<file path="config.mk">
export PLATFORM = sky130hd
export DESIGN_NAME = alu_arbiter
export DESIGN_NICKNAME = d
export VERILOG_FILES = /design/src/rtl/alu_arbiter.sv
export SDC_FILE = /design/constraint.sdc
export NUM_CORES = 1
export LEC_CHECK = 0
export ABC_AREA = 1
export CAP_MARGIN = 10
export CORE_ASPECT_RATIO = 2
export CORE_MARGIN = 1.5
export CORE_UTILIZATION = 58
export CTS_CLUSTER_DIAMETER = 60
export CTS_CLUSTER_SIZE = 25
export DETAILED_ROUTE_END_ITERATION = 8
export GPL_ROUTABILITY_DRIVEN = 1
export PLACE_DENSITY = 0.88
export SYNTH_ARGS = -nofsm -noshare
export SYNTH_HDL_FRONTEND = slang
export SYNTH_SLANG_ARGS = --single-unit
</file>
<file path="constraint.sdc">
create_clock -name clk -period 12 [get_ports clk]
set_input_delay 1.2 -clock clk [delete_from_list [all_inputs] [get_ports clk]]
set_output_delay 1.2 -clock clk [all_outputs]
set_load 0.005 [all_outputs]
</file>
<file path="src/rtl/alu_arbiter.sv">
// alu_arbiter: round-robin arbiter in front of a shared add/multiply unit.
// Requesters compete for a single execution slot; the winner's operands are
// latched, executed for 1 (add) or MULT_LAT (multiply) cycles, and the result
// is presented on the response port until the consumer takes it.
//
// Handshake semantics (both ports): a transfer happens on a rising edge where
// valid and ready are both high. Requesters keep valid and payload stable
// until they see ready. req_ready is combinational, one-hot, and only ever
// offered in IDLE to the round-robin winner. rsp_valid stays high with
// rsp_id/rsp_data stable until the edge where rsp_ready is sampled high.
module alu_arbiter #(
  parameter int NREQ     = 4,
  parameter int WIDTH    = 8,
  parameter int MULT_LAT = 2
) (
  input  logic                      clk,
  input  logic                      rst,
  input  logic [NREQ-1:0]           req_valid,
  output logic [NREQ-1:0]           req_ready,
  input  logic [NREQ-1:0]           req_op,
  input  logic [NREQ*WIDTH-1:0]     req_x,
  input  logic [NREQ*WIDTH-1:0]     req_y,
  output logic                      rsp_valid,
  input  logic                      rsp_ready,
  output logic [$clog2(NREQ)-1:0]   rsp_id,
  output logic [2*WIDTH-1:0]        rsp_data,
  output logic                      busy,
  output logic [1:0]                dbg_state
);

  localparam int IDW = $clog2(NREQ);
  localparam int CW  = $clog2(MULT_LAT + 1);
  localparam int RW  = 2 * WIDTH;
  localparam logic [IDW:0] NREQ_W = (IDW + 1)'(NREQ);

  typedef enum logic [1:0] {
    ST_IDLE = 2'd0,
    ST_EXEC = 2'd1,
    ST_RESP = 2'd2
  } state_t;

  state_t           state_q, state_d;
  logic [IDW-1:0]   rr_ptr_q, rr_ptr_d;
  logic [CW-1:0]    cnt_q, cnt_d;
  logic             op_q, op_d;
  logic [WIDTH-1:0] x_q, x_d;
  logic [WIDTH-1:0] y_q, y_d;
  logic [IDW-1:0]   id_q, id_d;
  logic [RW-1:0]    rsp_data_q, rsp_data_d;
  logic [IDW-1:0]   rsp_id_q, rsp_id_d;

  // Arbitration signals
  logic [IDW:0]     wrap_shift;
  logic [NREQ-1:0]  rot_valid;
  logic             grant_vld;
  logic [IDW-1:0]   grant_off;
  logic [IDW:0]     grant_sum;
  logic [IDW-1:0]   grant_idx;
  logic             grant_op;
  logic [WIDTH-1:0] grant_x;
  logic [WIDTH-1:0] grant_y;

  logic [RW-1:0]    result;

  // Round-robin search: rotate valids so rr_ptr sits at bit 0, pick the
  // lowest set bit, then rotate the offset back to an absolute index.
  always_comb begin
    wrap_shift = NREQ_W - {1'b0, rr_ptr_q};
    rot_valid  = (req_valid >> rr_ptr_q) | (req_valid << wrap_shift);
    grant_vld  = 1'b0;
    grant_off  = '0;
    for (int k = NREQ - 1; k >= 0; k--) begin
      if (rot_valid[k]) begin
        grant_vld = 1'b1;
        grant_off = IDW'(k);
      end
    end
    grant_sum = {1'b0, rr_ptr_q} + {1'b0, grant_off};
    if (grant_sum >= NREQ_W) begin
      grant_idx = IDW'(grant_sum - NREQ_W);
    end else begin
      grant_idx = IDW'(grant_sum);
    end
  end

  // Select the winner's payload from the packed operand buses.
  always_comb begin
    grant_op = 1'b0;
    grant_x  = '0;
    grant_y  = '0;
    for (int k = 0; k < NREQ; k++) begin
      if (grant_idx == IDW'(k)) begin
        grant_op = req_op[k];
        grant_x  = req_x[k*WIDTH +: WIDTH];
        grant_y  = req_y[k*WIDTH +: WIDTH];
      end
    end
  end

  // Accept strobe: one-hot on the winner, only while idle.
  always_comb begin
    req_ready = '0;
    if (state_q == ST_IDLE && grant_vld) begin
      req_ready = NREQ'(1) << grant_idx;
    end
  end

  // Both results are exact in 2*WIDTH bits, so no overflow handling is needed.
  assign result = op_q ? (RW'(x_q) * RW'(y_q)) : (RW'(x_q) + RW'(y_q));

  // Next-state and datapath capture for the IDLE -> EXEC -> RESP sequence.
  always_comb begin
    state_d    = state_q;
    rr_ptr_d   = rr_ptr_q;
    cnt_d      = cnt_q;
    op_d       = op_q;
    x_d        = x_q;
    y_d        = y_q;
    id_d       = id_q;
    rsp_data_d = rsp_data_q;
    rsp_id_d   = rsp_id_q;
    case (state_q)
      ST_IDLE: begin
        // A grant is always a handshake: ready is only offered to a valid.
        if (grant_vld) begin
          op_d     = grant_op;
          x_d      = grant_x;
          y_d      = grant_y;
          id_d     = grant_idx;
          rr_ptr_d = (grant_idx == IDW'(NREQ - 1)) ? '0 : grant_idx + 1'b1;
          cnt_d    = grant_op ? CW'(MULT_LAT) : CW'(1);
          state_d  = ST_EXEC;
        end
      end
      ST_EXEC: begin
        if (cnt_q <= CW'(1)) begin
          cnt_d      = '0;
          rsp_data_d = result;
          rsp_id_d   = id_q;
          state_d    = ST_RESP;
        end else begin
          cnt_d = cnt_q - 1'b1;
        end
      end
      ST_RESP: begin
        // No grant this cycle: req_ready is only driven in IDLE.
        if (rsp_ready) begin
          state_d = ST_IDLE;
        end
      end
      default: begin
        state_d = ST_IDLE;
      end
    endcase
  end

  // State register with synchronous reset; reset aborts any operation.
  always_ff @(posedge clk) begin
    if (rst) begin
      state_q    <= ST_IDLE;
      rr_ptr_q   <= '0;
      cnt_q      <= '0;
      op_q       <= 1'b0;
      x_q        <= '0;
      y_q        <= '0;
      id_q       <= '0;
      rsp_data_q <= '0;
      rsp_id_q   <= '0;
    end else begin
      state_q    <= state_d;
      rr_ptr_q   <= rr_ptr_d;
      cnt_q      <= cnt_d;
      op_q       <= op_d;
      x_q        <= x_d;
      y_q        <= y_d;
      id_q       <= id_d;
      rsp_data_q <= rsp_data_d;
      rsp_id_q   <= rsp_id_d;
    end
  end

  assign rsp_valid = (state_q == ST_RESP);
  assign rsp_id    = rsp_id_q;
  assign rsp_data  = rsp_data_q;
  assign busy      = (state_q != ST_IDLE);
  assign dbg_state = state_q;

endmodule

</file>
==> images/final_congestion.png <==
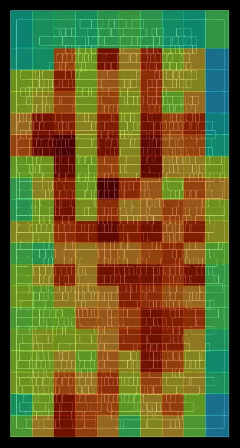
WL/cell: 14.5 um
M1 GR Usage: 29.6%
met2 Use GR: 58.2%
grt met3 use: 2.82%

==> images/pdn.png <==
Pins as bars on the die edge. Tap cells in gray.
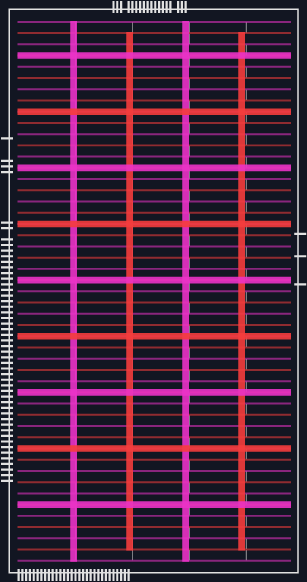
[red] VDD
[magenta] VSS
met1 rails: 49
signal pins: 101
met4 straps: 4
tap cells: 100
Die Ht: 136 um
peak supply drop: 0.409 mV
Core Region: 8650 sq um
Die X: 69.6 um

==> flow_summary.ini <==
; physical design summary
[run_status]
status = complete, no violations

[synth]
muxShareOfSynthArea_pct = 0
async_reset_ff_share_pct = 0
ys_types = 38
ys_seq_elements = 43
yosysMostFrequentCell = nand2_1
netlist_instances = 796
yosys-stat-cells = 796
synthTopCellsByArea = nand2_1 17%, dfxtp_1 17%, fa_1 14%
fp_nets = 958
synthTopLogicFamily = simple AND/OR/NAND/NOR gates
syn_avg_cell_area_sq_um = 6.46

[placed_design]
dpl.hpwl_um = 11500
placement.io_buffers = 100
gp_routability_congestion = 0.969

[setup_path]
cp.required_ns = 10.80
start_kind = input pin
cp_max_fo = 18
crit_arrival_ns = 4.57
cp-end-kind = primary output

[cts]
hold_buffers = 0
postCtsSetupBuffers = 0
numCtsBuffers = 5
cts_tree = yes
cts.sinks = 43
htree_levels = 2

[global_routing]
globalRouteTotalUtil_pct = 30.9
grt_max_degree = 35
grt-ovfl-total = 0
grt_pass1_vias = 5458
antenna_found_initial = 0

[drt]
drt_iter0_markers = 325
vias = 5331
vias_per_cell = 5.50
firstDrtPassIters = 5
postRouteAntennaNets = 0
drc = 0

[worst_hold_path]
min_path_type = reg2reg

[layout]
utilization_pct = 72.8
antenna_cells = 0
layout.nets = 1030
areaGrowthSynthToFinish_pct = 22.4
final_cells = 969
final_cell_area_sq_um = 6300

[final_timing]
finalHoldViolations = 0
worst_pin_slew_ns = 0.752
fmax_mhz = 173
tns_ns = 0

[floorplanning]
io_pins = 101

[pwr]
powerDensity_nw_per_um2 = 273
## kinds of logic (layout without fill, tap and decap cells)
family / after synthesis / in the layout
xor+xnor: 4 / 4
simple gates: 359 / 359
buf+inv: 178 / 251
compound gates: 125 / 125
flops: 43 / 43
fa+ha+maj: 87 / 87
## through the flow
step	power, uW	setup slack (ns)
finish	1720	6.23
global route	1920	5.99
CTS	1720	6.29
detailed placement	1530	6.30
global placement	1480	6.48
floorplan	1210	7.76
## registers in the layout (all words and copies together) (netlist names)
register and count:
y_q 8, x_q 8, op_q 1, rsp_data 16, rr_ptr_q 2, rsp_id 2
cnt_q 2, id_q 2, dbg_state 2
## cells in the final DEF (no fill, tap or decap), types with 3 or more instances in the layout
| cell | netlist | final |
|---|---|---|
| nand2_1 | 232 | 232 |
| nand4_1 | 7 | 7 |
| clkbuf_16 | 0 | 5 |
| inv_1 | 140 | 140 |
| nor2_2 | 5 | 5 |
| fa_1 | 37 | 37 |
| o21bai_1 | 3 | 3 |
| or2_2 | 6 | 6 |
| dfxtp_1 | 43 | 43 |
| ha_1 | 50 | 50 |
| a31oi_1 | 5 | 5 |
| nor2_4 | 3 | 3 |
| nand2_2 | 4 | 4 |
| nand3_1 | 33 | 33 |
| o21ai_0 | 54 | 54 |
| a21oi_1 | 52 | 52 |
| nor2_1 | 62 | 62 |
| clkdlybuf4s50_1 | 0 | 100 |
## where the power goes
part           switching, uW  internal (uW)
registers               83.4            192
logic                    786            486
clock network           54.1            119
## metal layers
layer | up-vias | share of wire, % | GRT usage [%]
met5 | - | 0 | 0
met4 | 0 | 7.8 | 25.3
met3 | 82 | 3.6 | 2.82
met2 | 205 | 54 | 58.2
met1 | 2442 | 35 | 29.6
li1 | 2602 | - | -
## worst max-delay path, cell delays in order
cell	delay (ns)
clkdlybuf4s50_1	0.52
nand2_1	0.09
nand3_1	0.12
nand3_1	0.12
a31oi_1	0.18
nor2_1	0.06
ha_1	0.18
xor2_1	0.15
nand3b_1	0.17
nand2_1	0.14
ha_1	0.56
inv_1	0.38
nor2_1	0.19
clkdlybuf4s50_1	0.51
## worst paths after layout
kind	start	end	slack, ns	cells after the start
worst max-delay path	req_valid[1]	req_ready[2]	6.23	14
worst min-delay path	rsp_data[9]$_SDFFE_PP0P_	rsp_data[9]$_SDFFE_PP0P_	0.47	2
worst max register to register	x_q[0]$_SDFFE_PP0P_	rsp_data[10]$_SDFFE_PP0P_	7.57	16
worst min register to register	rsp_data[9]$_SDFFE_PP0P_	rsp_data[9]$_SDFFE_PP0P_	0.47	2
## cell type report
class                      instances  area [sq um]  area share, %
multi-input combinational        575          3580           56.8
timing repair buffer             102          1020           16.1
sequential                        43           861           13.7
inverter                         141           529           8.41
clock buffer                       6           129           2.05
tap                              100           125           1.99
clock inverter                     2          60.1          0.954
No activity file was given, so power comes from the tool's default toggle rates.
